==> config.mk <==
export PLATFORM = sky130hd
export DESIGN_NAME = nios2_oci_dct_packer
export DESIGN_NICKNAME = d
export VERILOG_FILES = /design/src/rtl/nios2_oci_dct_packer.sv
export SDC_FILE = /design/constraint.sdc
export NUM_CORES = 1
export LEC_CHECK = 0
export ABC_AREA = 1
export ABC_CLOCK_PERIOD_IN_PS = 2880
export CAP_MARGIN = 20
export CORE_UTILIZATION = 49
export DETAILED_ROUTE_END_ITERATION = 12
export GPL_TIMING_DRIVEN = 0
export PLACE_DENSITY = 0.8
export SLEW_MARGIN = 0
export SYNTH_ARGS = -nofsm -noshare
export SYNTH_HDL_FRONTEND = slang
export SYNTH_SLANG_ARGS = --single-unit
export TNS_END_PERCENT = 10
==> constraint.sdc <==
create_clock -name clk -period 2.88 [get_ports clk]
set_input_delay 0.432 -clock clk [delete_from_list [all_inputs] [get_ports clk]]
set_output_delay 0.432 -clock clk [all_outputs]
set_load 0.02 [all_outputs]
==> run_1/gates.png <==
Drawn at 3 px/µm.
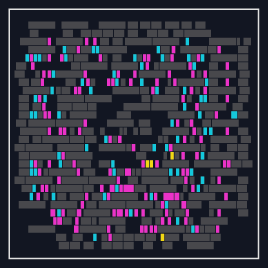
Yellow shows nor cells, cells 4. Magenta shows nand cells, cells 126, where widely spread. Cyan shows inv cells, cells 68.
Comb area share: 22.8%
fin cells: 524
most numerous logic cell after layout: nand2_1

==> run_1/congestion_map.png <==
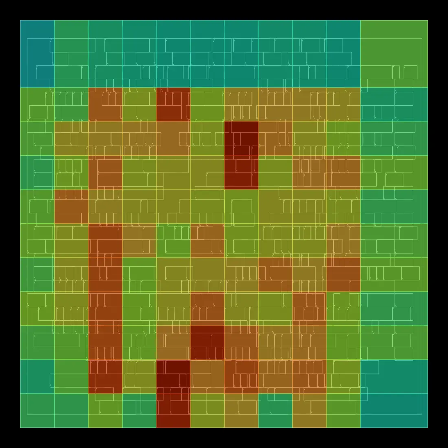
GRT Max-Usage Layer: met2
final core occ: 69.3%
met3 GRT Util: 4.18%
global router's overall resource usage: 23.2%
met1 usage: 28.5%

==> run_1/ff_map.png <==
Drawn at 3 px/µm. Other sequential cells in the stronger gray, the rest of the logic in the fainter gray.
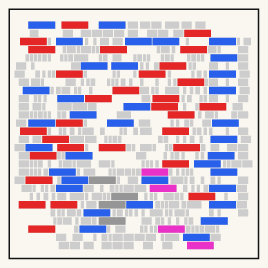
Blue shows frame_data, placed flops 35, where widely spread. Red shows dct_buffer, placed flops 30. Magenta shows dct_count, placed flops 4.
Another 4 sequential cells are not colored.
P_seq: 1.23 mW
Seq area share: 43.3%
Register Area: 1830 µm²

==> run_1/closeup.png <==
Region (29, 12) to (54, 37) µm. Cells in gray, sequential cells in the stronger gray; small squares are vias.
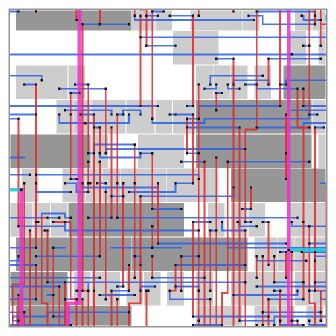
Blue shows M1. Magenta shows M4. Red shows M2. Cyan shows M3.
Sequential cells in the window: 9. Most frequent: nand2_1 (19), inv_1 (10), dfrtp_1 (9). 60 logic cells have their middle in the window.

==> deck_impl_summary.md, run 1 <==
Implementation Results

Flow run
  – Max cap viols: 0
  – Tool warnings: 27

Clocking
  – Root Buffer: clkbuf_8
  – CTS Hold Bufs: 0
  – Clock latency on the worst-skew pair: 0.34 ns
  – Clock-pin slew on the worst setup and hold paths: 0.07 ns
  – CTS Buf Count: 9
  – H-tree levels: 3
  – Postcts setup bufs: 0
  – CTS tree: built
  – Clock Sinks: 73
  – Max clock buf depth: 2
  – Post-cts resize count: 0

Power and ir drop
  – Total power draw: 3.10 mW
  – Pwr dens: 735 nW/µm²
  – Max VDD drop: 537 µV
  – Leak: 2.11 nW

Layout
  – Final net count: 456
  – Area grow syn2layout: 32.7%
  – Fillcell total: 504
  – Most frequent cells in the layout: nand2_1, clkdlybuf4s50_1, dfrtp_1, inv_1, o21ai_0
  – Layout cells sized above 1: 11.8%
  – Antenna fix cells: 0
  – Logic area: 962 µm²
  – Largest register FFs: 35

Synth
  – Ys Warns: 0
  – Top cells, area: dfrtp_1, nand2_1, inv_1
  – Yosys Instances: 357
  – Yosys cell types: 19
  – Post-synth top area cell: dfrtp_1
  – Yosys stat area: 3180 µm²
  – Seq share, synth: 57.4%
  – Syn nets: 367
  – Top cell type's share of synthesized area: 57.4%
  – Flops after synth: 73
  – Mean Syn Cell Area: 8.91 µm²
  – Post-Syn Instances: 357
  – Synth Cell Area: 3180 µm²

Routing
  – DR vias: 2556
  – WL met3: 260 µm
  – Avg Vias per Cell: 4.88
  – WL final: 7120 µm
  – Initial DRC count: 133
  – Met1 WL: 3190 µm
  – Post-route ant nets: 0
  – Detailed Routing Iterations Pass 1: 4
  – Top Layer Used: met4
  – DR DRC count: 0
  – Routed wl met2: 3520 µm
  – Avg WL per Cell: 13.6 µm

Final timing
  – Max Fclk: 0.532 GHz
  – Post-route setup slack: 1.00 ns
  – Slew margin rel.: 41.3%
  – Min Tclk post-route: 1.88 ns
  – Slew @ Worst Pin: 0.880 ns
  – Finish-stage setup viols: 0
  – Cycle use final: 65.3%
  – RSZ-0062 raised after global routing: false
  – Skew final: 0.00715 ns
  – Final Hold Violating Endpoints: 0
  – Fin. max-slew vios: 0

Placed design
  – Final HPWL DP: 4930 µm
  – Dpl cells: 510
  – Post-Place Worst Slack: 0.864 ns
  – IO buf count: 78
  – Final RePlAce weighted congestion: 0.811

Worst setup path
  – CP startpoint kind: flop
  – CP arrival: 1.45 ns
  – Critical Path RT: 2.45 ns
  – Critical Path Stages: 1
  – CP endpoint kind: output pin
  – CP cell instances: clkdlybuf4s50_1
  – CP peak stage delay: 0.65 ns
  – FF-to-FF setup slack: 1.19 ns
  – Crit Path Max Fanout: 6
  – Buf+Inv Stages, Crit Path: 1
  – Worst R2R Path Depth: 7
  – Top delay family on crit path: buffers and inverters
  – Critical-path top delay cell: clkdlybuf4s50_1
  – Crit Path Class: reg2out

Floorplan
  – Pre-Place Util: 52.2%
  – Total core area: 6100 µm²
  – Chip area: 6820 µm²
  – IO Pins: 80
  – Num rows: 28
  – Die extent in y: 82.6 µm
  – Die width: 82.6 µm

GRT
  – Grt ovf: 0
  – Largest net degree at the start of global routing: 74
  – Global-route wire length before repair: 11400 µm
  – Initial antenna violation count: 0
  – Vias in the first global route: 2439

Min path
  – Worst hold path type: reg2reg
  – Hold depth: 1

Status
  – Status: complete, no violations
==> run 1: power breakdown <==
group / total, mW / internal, mW / switching, mW
registers: 1.23 / 1.14 / 0.0873
logic: 1.17 / 0.451 / 0.721
clock network: 0.701 / 0.352 / 0.349
==> run 1: routing by layer <==
| metal | up-vias | GRT usage (%) |
|---|---|---|
| li1 | 1252 | - |
| met1 | 1224 | 28.5 |
| met2 | 68 | 38.8 |
| met3 | 12 | 4.18 |
| met4 | 0 | 12.9 |
| met5 | - | 0 |
==> run 1: cell type report <==
class / instances / area share (%)
timing repair buffer: 78 / 18.5
sequential: 73 / 43.3
multi-input combinational: 198 / 22.8
inverter: 68 / 6.11
buffer: 18 / 3.26
tap: 75 / 2.22
clock buffer: 14 / 3.85
==> run 1: metrics by stage <==
stage	TNS (ns)	instance area, µm²	hold WS (ns)
floorplan	0	3180	0.433
global placement	-41.92	4060	0.449
detailed placement	0	4060	0.453
CTS	0	4220	0.471
global route	0	4220	0.495
finish	0	4220	0.478
==> run 1: synthesized netlist by cell type, drive strengths merged <==
cell type / n
o21bai: 1
nand4: 1
o21ai: 61
or2: 1
nand3: 9
ha: 2
dfrtp: 73
inv: 68
nor2: 4
buf: 14
nand2: 116
clkbuf: 4
conb: 1
a21oi: 2
==> run 1: logic make-up (layout without fill, tap and decap cells) <==
group,after synthesis,in the layout,synth area share [%]
other,1,1,0.118
and+or+nand+nor,131,131,16.4
AOI/OAI and AO/OA,64,64,13.0
adders and majority gates,2,2,0.786
buffers and inverters,86,178,12.3
DFF,73,73,57.4
==> run_1/pinout.png <==
Drawn at 6 px/µm. Pins as bars across the die edge, other pins in gray.
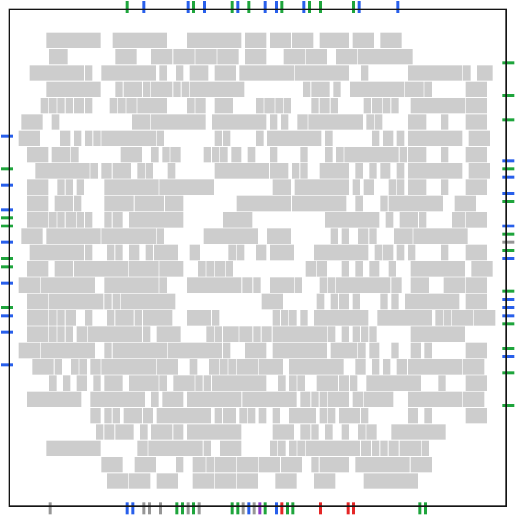

==> run 2: changes to the inputs <==
- ABC_CLOCK_PERIOD_IN_PS: 2880 -> 1900
- clock period: 2.88 -> 1.9 ns (I/O delays scaled with it)
==> run_2/pinout.png <==
Drawn at 6 px/µm. Pins as bars across the die edge, other pins in gray.
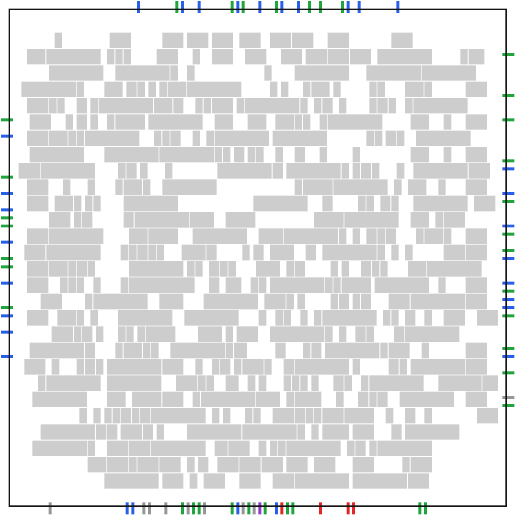
Blue shows dct_buffer, pins 30, direction output, edge 10 north, 8 east, 8 west, 4 south. Red shows dct_count, pins 4, direction output, edge south. Purple shows dct_overflow, pins 1, direction output, edge south. Green shows frame_data, pins 36, direction output, edge 12 east, 10 south, 7 north, 7 west.
die width: 82.6 µm
die extent in y: 82.6 µm
IO buf count: 78

==> deck_impl_summary.md, run 2 <==
Implementation Results

Worst setup path
  – CP cell instances: clkdlybuf4s50_1
  – Crit Path Max Fanout: 6
  – Top delay family on crit path: buffers and inverters
  – FF-to-FF setup slack: 0.24 ns
  – CP startpoint kind: flop
  – Worst R2R Path Depth: 7
  – CP arrival: 1.46 ns
  – CP peak stage delay: 0.66 ns
  – Critical-path top delay cell: clkdlybuf4s50_1
  – Buf+Inv Stages, Crit Path: 1
  – Crit Path Class: reg2out

Layout
  – Layout cells sized above 1: 12.4%
  – Antenna fix cells: 0
  – Most frequent cells in the layout: nand2_1, clkdlybuf4s50_1, dfrtp_1, inv_1, o21ai_0
  – Largest register FFs: 35

Synth
  – Count leader, synth: nand2_1
  – Post-synth EDFFs: 0
  – Synth Cell Area: 3180 µm²
  – Flops after synth: 73
  – Ys Warns: 0
  – Mean Syn Cell Area: 8.91 µm²
  – Async set-reset flop share out of synthesis: 100%
  – Top cells by count, synth: nand2_1, dfrtp_1, inv_1, o21ai_0, o21ai_2
  – Syn nets: 367
  – Main flop type: dfrtp_1
  – Yosys Instances: 357
  – Yosys cell types: 19
  – Seq share, synth: 57.4%
  – Top cell type's share of synthesized area: 57.4%

Placed design
  – Final RePlAce weighted congestion: 0.810
  – Final HPWL DP: 4950 µm

GRT
  – Global-route wire length before repair: 11300 µm
  – Vias in the first global route: 2484
  – Largest net degree at the start of global routing: 41
  – Global router's overall resource usage: 22.8%
  – Initial antenna violation count: 0

Final timing
  – Min Hold Slack: 0.415 ns
  – Finish-stage setup viols: 0
  – Slew @ Worst Pin: 0.745 ns
  – Cycle use final: 91.8%
  – RSZ-0062 raised after global routing: false
  – Final Hold Violating Endpoints: 0
  – Slew margin rel.: 50.3%
  – Max Fclk: 0.573 GHz
  – Skew final: 0.00834 ns
  – Post-route setup slack: 0.155 ns

Clocking
  – CTS Buf Count: 9
  – Postcts setup bufs: 0
  – Clock latency on the worst-skew pair: 0.34 ns
  – Clock-pin slew on the worst setup and hold paths: 0.07 ns
  – Clock Sinks: 73
  – Max clock buf depth: 2
  – CTS Hold Bufs: 0
  – Post-cts resize count: 0
  – H-tree levels: 3
  – CTS tree: built

Flow run
  – Tool warnings: 27
  – Max cap viols: 0

Routing
  – Detailed Routing Iterations Pass 1: 4
  – WL final: 6890 µm
  – DR vias: 2584
  – DR DRC count: 0
  – Initial DRC count: 114
  – Avg WL per Cell: 13.1 µm

Floorplan
  – Pre-Place Util: 52.2%
  – Chip area: 6820 µm²
  – Total core area: 6100 µm²

Power and ir drop
  – Sw frac: 36.8%
  – P_int: 3.02 mW
  – Sequential share of power: 39.1%
  – Sw power: 1.75 mW
  – Leak: 2.12 nW
  – Max VDD drop: 718 µV
  – Combinational power share: 37.3%
  – Pwr dens: 1120 nW/µm²

Min path
  – Worst hold path type: in2async

Status
  – Status: complete, no violations
==> run_2/gates.png <==
Drawn at 3 px/µm.
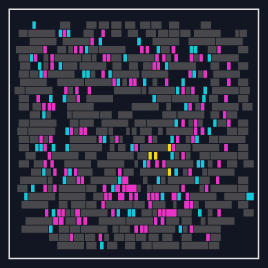
Cyan shows inv cells, cells 68, where widely spread. Magenta shows nand cells, cells 126, where widely spread. Yellow shows nor cells, cells 4, where center.
Comb area share: 22.6%
fin cells: 526

-- run 2: cell counts after synthesis --
Identical to the previous run, type by type.
-- run 2: layout make-up --
cell class | instances | area [µm²]
plain buffers | 18 | 138
clock buffers | 11 | 131
clock inverters | 4 | 45.0
fillers | 502 | 1840
inverters | 68 | 259
multi-input cells | 198 | 962
flip-flops and latches | 73 | 1830
well taps | 75 | 93.8
repair buffers | 79 | 801
-- run 2: layer usage --
metal / wire length, µm / part of all wire, % / global-route usage (%)
met1: 3090 / 45 / 28.9
met2: 3340 / 48 / 36.6
met3: 281 / 4.1 / 4.40
met4: 181 / 2.6 / 12.9
met5: 0 / 0 / 0
-- run 2: stage by stage --
| step | total power, mW | TNS (ns) | area, µm² |
|---|---|---|---|
| 2_1_floorplan | 3.02 | 0 | 3190 |
| 3_3_place_gp | 3.65 | -4.27 | 4060 |
| 3_5_place_dp | 3.69 | 0 | 4080 |
| 4_1_cts | 4.81 | 0 | 4260 |
| 5_1_grt | 5.03 | 0 | 4260 |
| 6_report | 4.77 | 0 | 4260 |
-- run 2: power groups by stage --
stage | Combinational, mW | Sequential, mW | Clock, mW
final | 1.78 | 1.86 | 1.13
after global routing | 1.93 | 1.89 | 1.21
after CTS | 1.80 | 1.86 | 1.14
after detailed placement | 1.80 | 1.89 | 0
after global placement | 1.76 | 1.89 | 0
after floorplan | 0.929 | 2.09 | 0
-- run 2: logic make-up (layout without fill, tap and decap cells) --
logic type               count (synthesis)  count (layout)  synth area share (%)
AND-OR/OR-AND                           64              64                  13.0
buffers and inverters                   86             180                  12.3
AND/OR/NAND/NOR                        131             131                  16.4
other                                    1               1                 0.118
adder cells (fa/ha/maj)                  2               2                 0.786
flip-flops                              73              73                  57.4
Power figures rest on the tool's default switching activity, not on a simulated workload.
